==> images/pdn.png <==
Scale bar: 50 um. Pins as bars on the die edge.
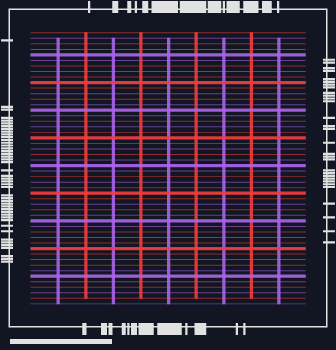
==> images/cell_classes.png <==
Fill, decap, tap and diode cells in grey.
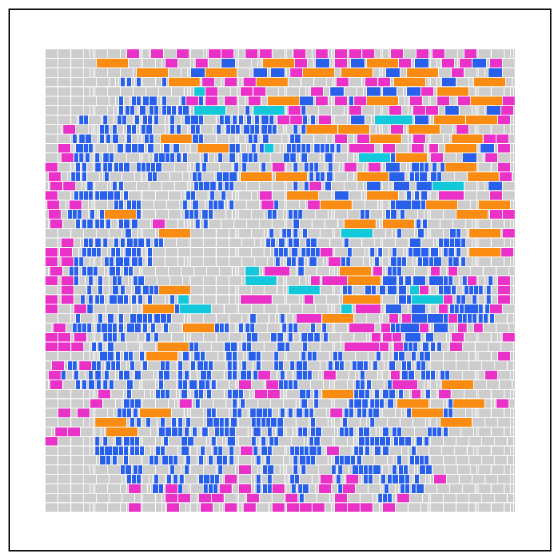
==> images/clock_map.png <==
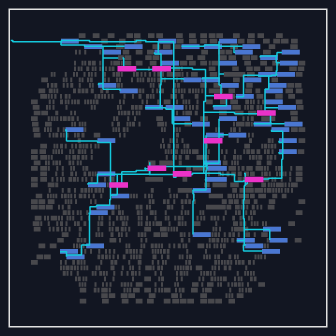
==> images/metal_stack.png <==
Scale bar: 50 um. Two of the layers only.
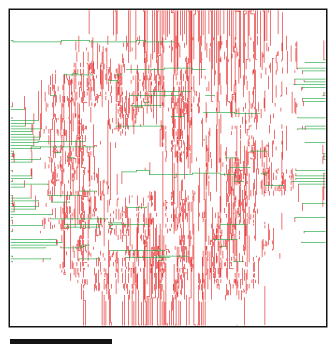
===== src/rtl/hsv_conv_arbiter.sv =====
// hsv_conv_arbiter: round-robin front end that shares one multi-cycle
// RGB->HSV converter among NREQ pixel requesters.
// Flow: grant one request and latch its RGB, pulse the converter enable,
// wait for its done flag, then return the HSV result tagged with the
// requester index over a valid/ready response port.
// Optional build macro HSV_CONV_ARB_TIMEOUT_EN adds a conversion watchdog
// and the timeout_err output. The watchdog expires after TIMEOUT cycles
// in WAIT and then returns an all-zero result.
module hsv_conv_arbiter #(
    parameter int unsigned NREQ    = 4,
    parameter int unsigned IDW     = 2,
    parameter int unsigned TIMEOUT = 63
) (
    input  logic                 pclk,
    input  logic                 rst,
    input  logic [NREQ-1:0]      req,
    input  logic [NREQ*24-1:0]   req_rgb,
    output logic [NREQ-1:0]      ack,
    output logic                 rsp_valid,
    input  logic                 rsp_ready,
    output logic [IDW-1:0]       rsp_id,
    output logic [23:0]          rsp_hsv,
    output logic                 conv_enable,
    output logic [23:0]          conv_rgb,
    input  logic [23:0]          conv_hsv,
    input  logic                 conv_done,
    output logic                 busy
`ifdef HSV_CONV_ARB_TIMEOUT_EN
    ,
    output logic                 timeout_err
`endif
);

    typedef enum logic [1:0] {
        S_IDLE  = 2'd0,
        S_ISSUE = 2'd1,
        S_WAIT  = 2'd2,
        S_RESP  = 2'd3
    } state_t;

    state_t               state_q;
    logic [IDW-1:0]       last_q;
    logic [IDW-1:0]       id_q;
    logic [NREQ-1:0]      ack_q;
    logic                 rsp_valid_q;
    logic [IDW-1:0]       rsp_id_q;
    logic [23:0]          rsp_hsv_q;
    logic                 conv_enable_q;
    logic [23:0]          conv_rgb_q;

    // Next grant, derived combinationally from the round-robin pointer.
    logic                 grant_vld_d;
    logic [IDW-1:0]       grant_idx_d;
    logic [NREQ-1:0]      grant_oh_d;
    logic [23:0]          grant_rgb_d;

`ifdef HSV_CONV_ARB_TIMEOUT_EN
    localparam int unsigned CNT_W = ($clog2(TIMEOUT + 1) > 6) ? $clog2(TIMEOUT + 1) : 6;
    logic [CNT_W-1:0]     wd_cnt_q;
    logic                 timeout_err_q;
`endif

    // Round-robin search: scan last+1, last+2, ... modulo NREQ and take the
    // first requester whose req bit is set.
    always_comb begin
        grant_vld_d = 1'b0;
        grant_idx_d = '0;
        grant_oh_d  = '0;
        grant_rgb_d = '0;
        for (int unsigned k = 1; k <= NREQ; k++) begin
            int unsigned idx;
            logic [NREQ-1:0] sel;
            idx = (32'(last_q) + k) % NREQ;
            sel = NREQ'(1) << idx;
            if (!grant_vld_d && ((req & sel) != '0)) begin
                grant_vld_d = 1'b1;
                grant_idx_d = IDW'(idx);
                grant_oh_d  = sel;
                grant_rgb_d = req_rgb[24*idx +: 24];
            end
        end
    end

    // Sequencer FSM; all outputs are registered here.
    always_ff @(posedge pclk or posedge rst) begin
        if (rst) begin
            state_q       <= S_IDLE;
            last_q        <= IDW'(NREQ - 1);
            id_q          <= '0;
            ack_q         <= '0;
            rsp_valid_q   <= 1'b0;
            rsp_id_q      <= '0;
            rsp_hsv_q     <= '0;
            conv_enable_q <= 1'b0;
            conv_rgb_q    <= '0;
`ifdef HSV_CONV_ARB_TIMEOUT_EN
            wd_cnt_q      <= '0;
            timeout_err_q <= 1'b0;
`endif
        end else begin
            // Single-cycle pulses default low every cycle.
            ack_q         <= '0;
            conv_enable_q <= 1'b0;
`ifdef HSV_CONV_ARB_TIMEOUT_EN
            timeout_err_q <= 1'b0;
`endif
            unique case (state_q)
                S_IDLE: begin
                    if (grant_vld_d) begin
                        ack_q      <= grant_oh_d;
                        conv_rgb_q <= grant_rgb_d;
                        id_q       <= grant_idx_d;
                        last_q     <= grant_idx_d;
                        state_q    <= S_ISSUE;
                    end
                end
                S_ISSUE: begin
                    // A done level still high belongs to the previous
                    // conversion; start only once it has cleared.
                    if (!conv_done) begin
                        conv_enable_q <= 1'b1;
                        state_q       <= S_WAIT;
`ifdef HSV_CONV_ARB_TIMEOUT_EN
                        wd_cnt_q      <= '0;
`endif
                    end
                end
                S_WAIT: begin
                    if (conv_done) begin
                        rsp_hsv_q   <= conv_hsv;
                        rsp_id_q    <= id_q;
                        rsp_valid_q <= 1'b1;
                        state_q     <= S_RESP;
                    end
`ifdef HSV_CONV_ARB_TIMEOUT_EN
                    // The counter holds the number of completed WAIT cycles,
                    // so it fires on the TIMEOUT-th WAIT cycle.
                    else if (wd_cnt_q == CNT_W'(TIMEOUT - 1)) begin
                        rsp_hsv_q     <= 24'h000000;
                        rsp_id_q      <= id_q;
                        rsp_valid_q   <= 1'b1;
                        timeout_err_q <= 1'b1;
                        state_q       <= S_RESP;
                    end else begin
                        wd_cnt_q <= wd_cnt_q + 1'b1;
                    end
`endif
                end
                S_RESP: begin
                    if (rsp_ready) begin
                        rsp_valid_q <= 1'b0;
                        state_q     <= S_IDLE;
                    end
                end
                default: state_q <= S_IDLE;
            endcase
        end
    end

    assign ack         = ack_q;
    assign rsp_valid   = rsp_valid_q;
    assign rsp_id      = rsp_id_q;
    assign rsp_hsv     = rsp_hsv_q;
    assign conv_enable = conv_enable_q;
    assign conv_rgb    = conv_rgb_q;
    assign busy        = (state_q != S_IDLE);
`ifdef HSV_CONV_ARB_TIMEOUT_EN
    assign timeout_err = timeout_err_q;
`endif

endmodule

===== config.mk =====
export PLATFORM = sky130hd
export DESIGN_NAME = hsv_conv_arbiter
export DESIGN_NICKNAME = d
export VERILOG_FILES = /design/src/rtl/hsv_conv_arbiter.sv
export SDC_FILE = /design/constraint.sdc
export NUM_CORES = 1
export LEC_CHECK = 0
export ABC_AREA = 1
export CAP_MARGIN = 20
export CORE_MARGIN = 10
export CORE_UTILIZATION = 33
export CTS_CLUSTER_SIZE = 30
export DETAILED_ROUTE_END_ITERATION = 10
export HOLD_SLACK_MARGIN = 0.08
export SETUP_SLACK_MARGIN = 0.02
export SLEW_MARGIN = 5
export SYNTH_ARGS = -nofsm -noshare
export SYNTH_HDL_FRONTEND = slang
export SYNTH_SLANG_ARGS = --single-unit

===== constraint.sdc =====
create_clock -name pclk -period 2.5 [get_ports pclk]
set_input_delay 0.625 -clock pclk [delete_from_list [all_inputs] [get_ports pclk]]
set_output_delay 0.625 -clock pclk [all_outputs]
set_load 0.01 [all_outputs]

==> impl_metrics.ini <==
; implementation run metrics
[final_layout]
syn_to_final_growth_pct = 41.5
drive_above_1_share_pct = 7.85
final_util_pct = 47.5

[critical_path]
worstRegToRegCells = 12
minimum_setup_slack_among_reg_to_reg_paths_ns = 0.12
cpMaxStageDelayCell = sky130_fd_sc_hd__dfstp_4
critical_path.most_common_cell = sky130_fd_sc_hd__nand2_1
setup.worst_path.start_class = register
worstPathCellList = inv_2, ha_1, nand2_1, nand2_1, buf_4, nor2_4, nand4_1, nand2_2, buf_12, nor2_1, nand2_1, nand2_1
crit_type = reg2reg
critPathRequiredTime_ns = 2.73
cp_data_arrival_time_ns = 2.60

[clocking]
clkTransAtPathRegs_ns = 0.06
worst_skew_pair.late_latency_ns = 0.34
root_buf_cell = sky130_fd_sc_hd__clkbuf_16
tritoncts = yes
postCtsSetupBuffers = 0

[place]
instance_area_at_placement_um2 = 8190
place_congestion = 0.830
dp_slack_ns = -0.0967

[floorplanning]
fp_util_pct = 33.5
chip_area_um2 = 24100

[worst_hold_path]
hold_start = conv_rgb[3]
hold_path_depth = 2
endpoint_of_the_worst_hold_timing_path = conv_rgb[3]

[yosys]
mappedNetlistArea_um2 = 6050
synthCells = 1068
yosysSeqAreaShare_pct = 25.7
net_count_after_synthesis = 1204
synth.cellmix.simpleShare_pct = 55.8
yosys.stat.chipArea_um2 = 6050
syn_area_per_cell_um2 = 5.66

[final_timing]
slew-limit-headroom_pct = 47.8
final.period_utilization_pct = 95.1
rsz_0062_raised_after_global_routing = true
setup_violations = 0

[detailed_routing]
drcViolationCount = 0
drt-vias-per-instance = 4.83
drt_first_pass_iters = 4

[job]
warnings = 35

[global_route]
via_count_of_the_first_global_routing_pass = 6580
grt_pass1_wl_um = 34200

[power]
p_total_mw = 11.5

[outcome]
run_status = completed
Back to the opening pictures, pdn.png:
VSS: marked purple. VDD: marked red.
185 signal pins sit on the boundary. 50 met1 rails follow the rows. 9 straps on met4.
die height: 155 um
worst ir drop on vdd: 867 uV
die width: 155 um
core area: 18000 um^2

Back to the opening pictures, cell_classes.png:
all other logic: marked blue, cells 939. other buffers and delay cells: marked magenta, cells 218. clock drivers and dummy loads: marked cyan, cells 16. flip-flops: marked orange, cells 62.
placement row count: 49
Final Cell Area: 8550 um^2

Back to the opening pictures, clock_map.png:
flip-flops: marked blue, count 62. clock wires: marked cyan, length 1140 um. cells driving clock nets: marked magenta, count 9.
There are 10 routed clock nets.

Back to the opening pictures, metal_stack.png:
met2: marked red, wire length 10300 um. met3: marked green, wire length 1410 um.
Post-Route WL: 21400 um
routed length per instance: 14.6 um
detailed-route via count: 7065
Overall Global Routing Usage: 17.1%

[worst max-delay path by stage]
stage	endpoint	slack [ns]	startpoint
after detailed placement	conv_rgb[1]	-0.1	req[2]
after global placement	conv_rgb[6]	-0.08	req[2]
after floorplan	conv_rgb[13]	0.14	last_q[0]
after global routing	conv_rgb[0]	0.009	last_q[0]
after CTS	conv_rgb[1]	0.05	last_q[0]
final	conv_rgb[0]	0.12	last_q[0]
[cell families (layout without fill, tap and decap cells)]
| family | count (synthesis) | after routing |
|---|---|---|
| AOI/OAI and AO/OA | 41 | 41 |
| adders and majority gates | 8 | 8 |
| buffers and inverters | 111 | 278 |
| DFF | 62 | 62 |
| muxes | 26 | 26 |
| and+or+nand+nor | 820 | 820 |
[through the flow]
step | cells | hold slack [ns]
2_1_floorplan | 1068 | 0.445
3_3_place_gp | 1446 | 0.463
3_5_place_dp | 1446 | 0.466
4_1_cts | 1462 | 0.482
5_1_grt | 1464 | 0.500
6_report | 1464 | 0.479
[cell usage in the layout, fill, tap and decap left out, types with 4 or more instances in the layout]
cell and instances:
sky130_fd_sc_hd__inv_2 5, sky130_fd_sc_hd__buf_4 24, sky130_fd_sc_hd__nor2_1 88, sky130_fd_sc_hd__buf_12 8
sky130_fd_sc_hd__nor2_4 5, sky130_fd_sc_hd__clkdlybuf4s50_1 184, sky130_fd_sc_hd__a21oi_1 25, sky130_fd_sc_hd__or2_2 4
sky130_fd_sc_hd__clkbuf_16 10, sky130_fd_sc_hd__or2_1 20, sky130_fd_sc_hd__ha_1 7, sky130_fd_sc_hd__nand3_1 150
sky130_fd_sc_hd__dfrtp_1 60, sky130_fd_sc_hd__o21ai_1 7, sky130_fd_sc_hd__mux2_2 26, sky130_fd_sc_hd__o22ai_1 6
sky130_fd_sc_hd__inv_1 39, sky130_fd_sc_hd__nand2_1 548
[per-layer routing]
layer	vias up	GRT usage (%)	share of wire, %
li1	3682	-	-
met1	3183	21.5	44
met2	187	28.8	48
met3	13	4.58	6.6
met4	0	3.07	0.79
met5	-	0	0
[what timing repair did]
item | CTS | global route
hold buffers | 0 | 0
gates resized | 0 | 1
setup endpoints to repair | 0 | 22
[area by class of cell]
cell class	instances	area [um^2]
fillers	1923	9470
multi-input cells	895	4000
repair buffers	218	2230
flip-flops and latches	62	1560
well taps	229	287
clock buffers	9	225
inverters	44	165
clock inverters	7	82.6
[critical path, delay by kind of cell, from the launching register on]
family	cells	cell delay [ns]
and+or+nand+nor	8	0.91
adders and majority gates	1	0.26
DFF	1	0.66
buffers and inverters	3	0.43
[synthesized netlist by cell type (all sizes together)]
master / count
buf: 47
dfrtp: 60
a21boi: 1
ha: 8
a21oi: 25
o22ai: 6
o21ai: 8
mux2: 26
dfstp: 2
nand4: 3
nand2: 549
or2: 24
inv: 44
clkbuf: 20
nor2: 93
o211ai: 1
nand3: 151
[power by group through the flow]
stage	clock (mW)	sequential [mW]	combinational [mW]
after CTS	1.34	1.79	8.25
after global placement	0	1.79	8.19
final	1.31	1.78	8.36
after detailed placement	0	1.80	8.22
after global routing	1.39	1.84	9.44
after floorplan	0	1.94	5.38
No activity file was given, so power comes from the tool's default toggle rates.
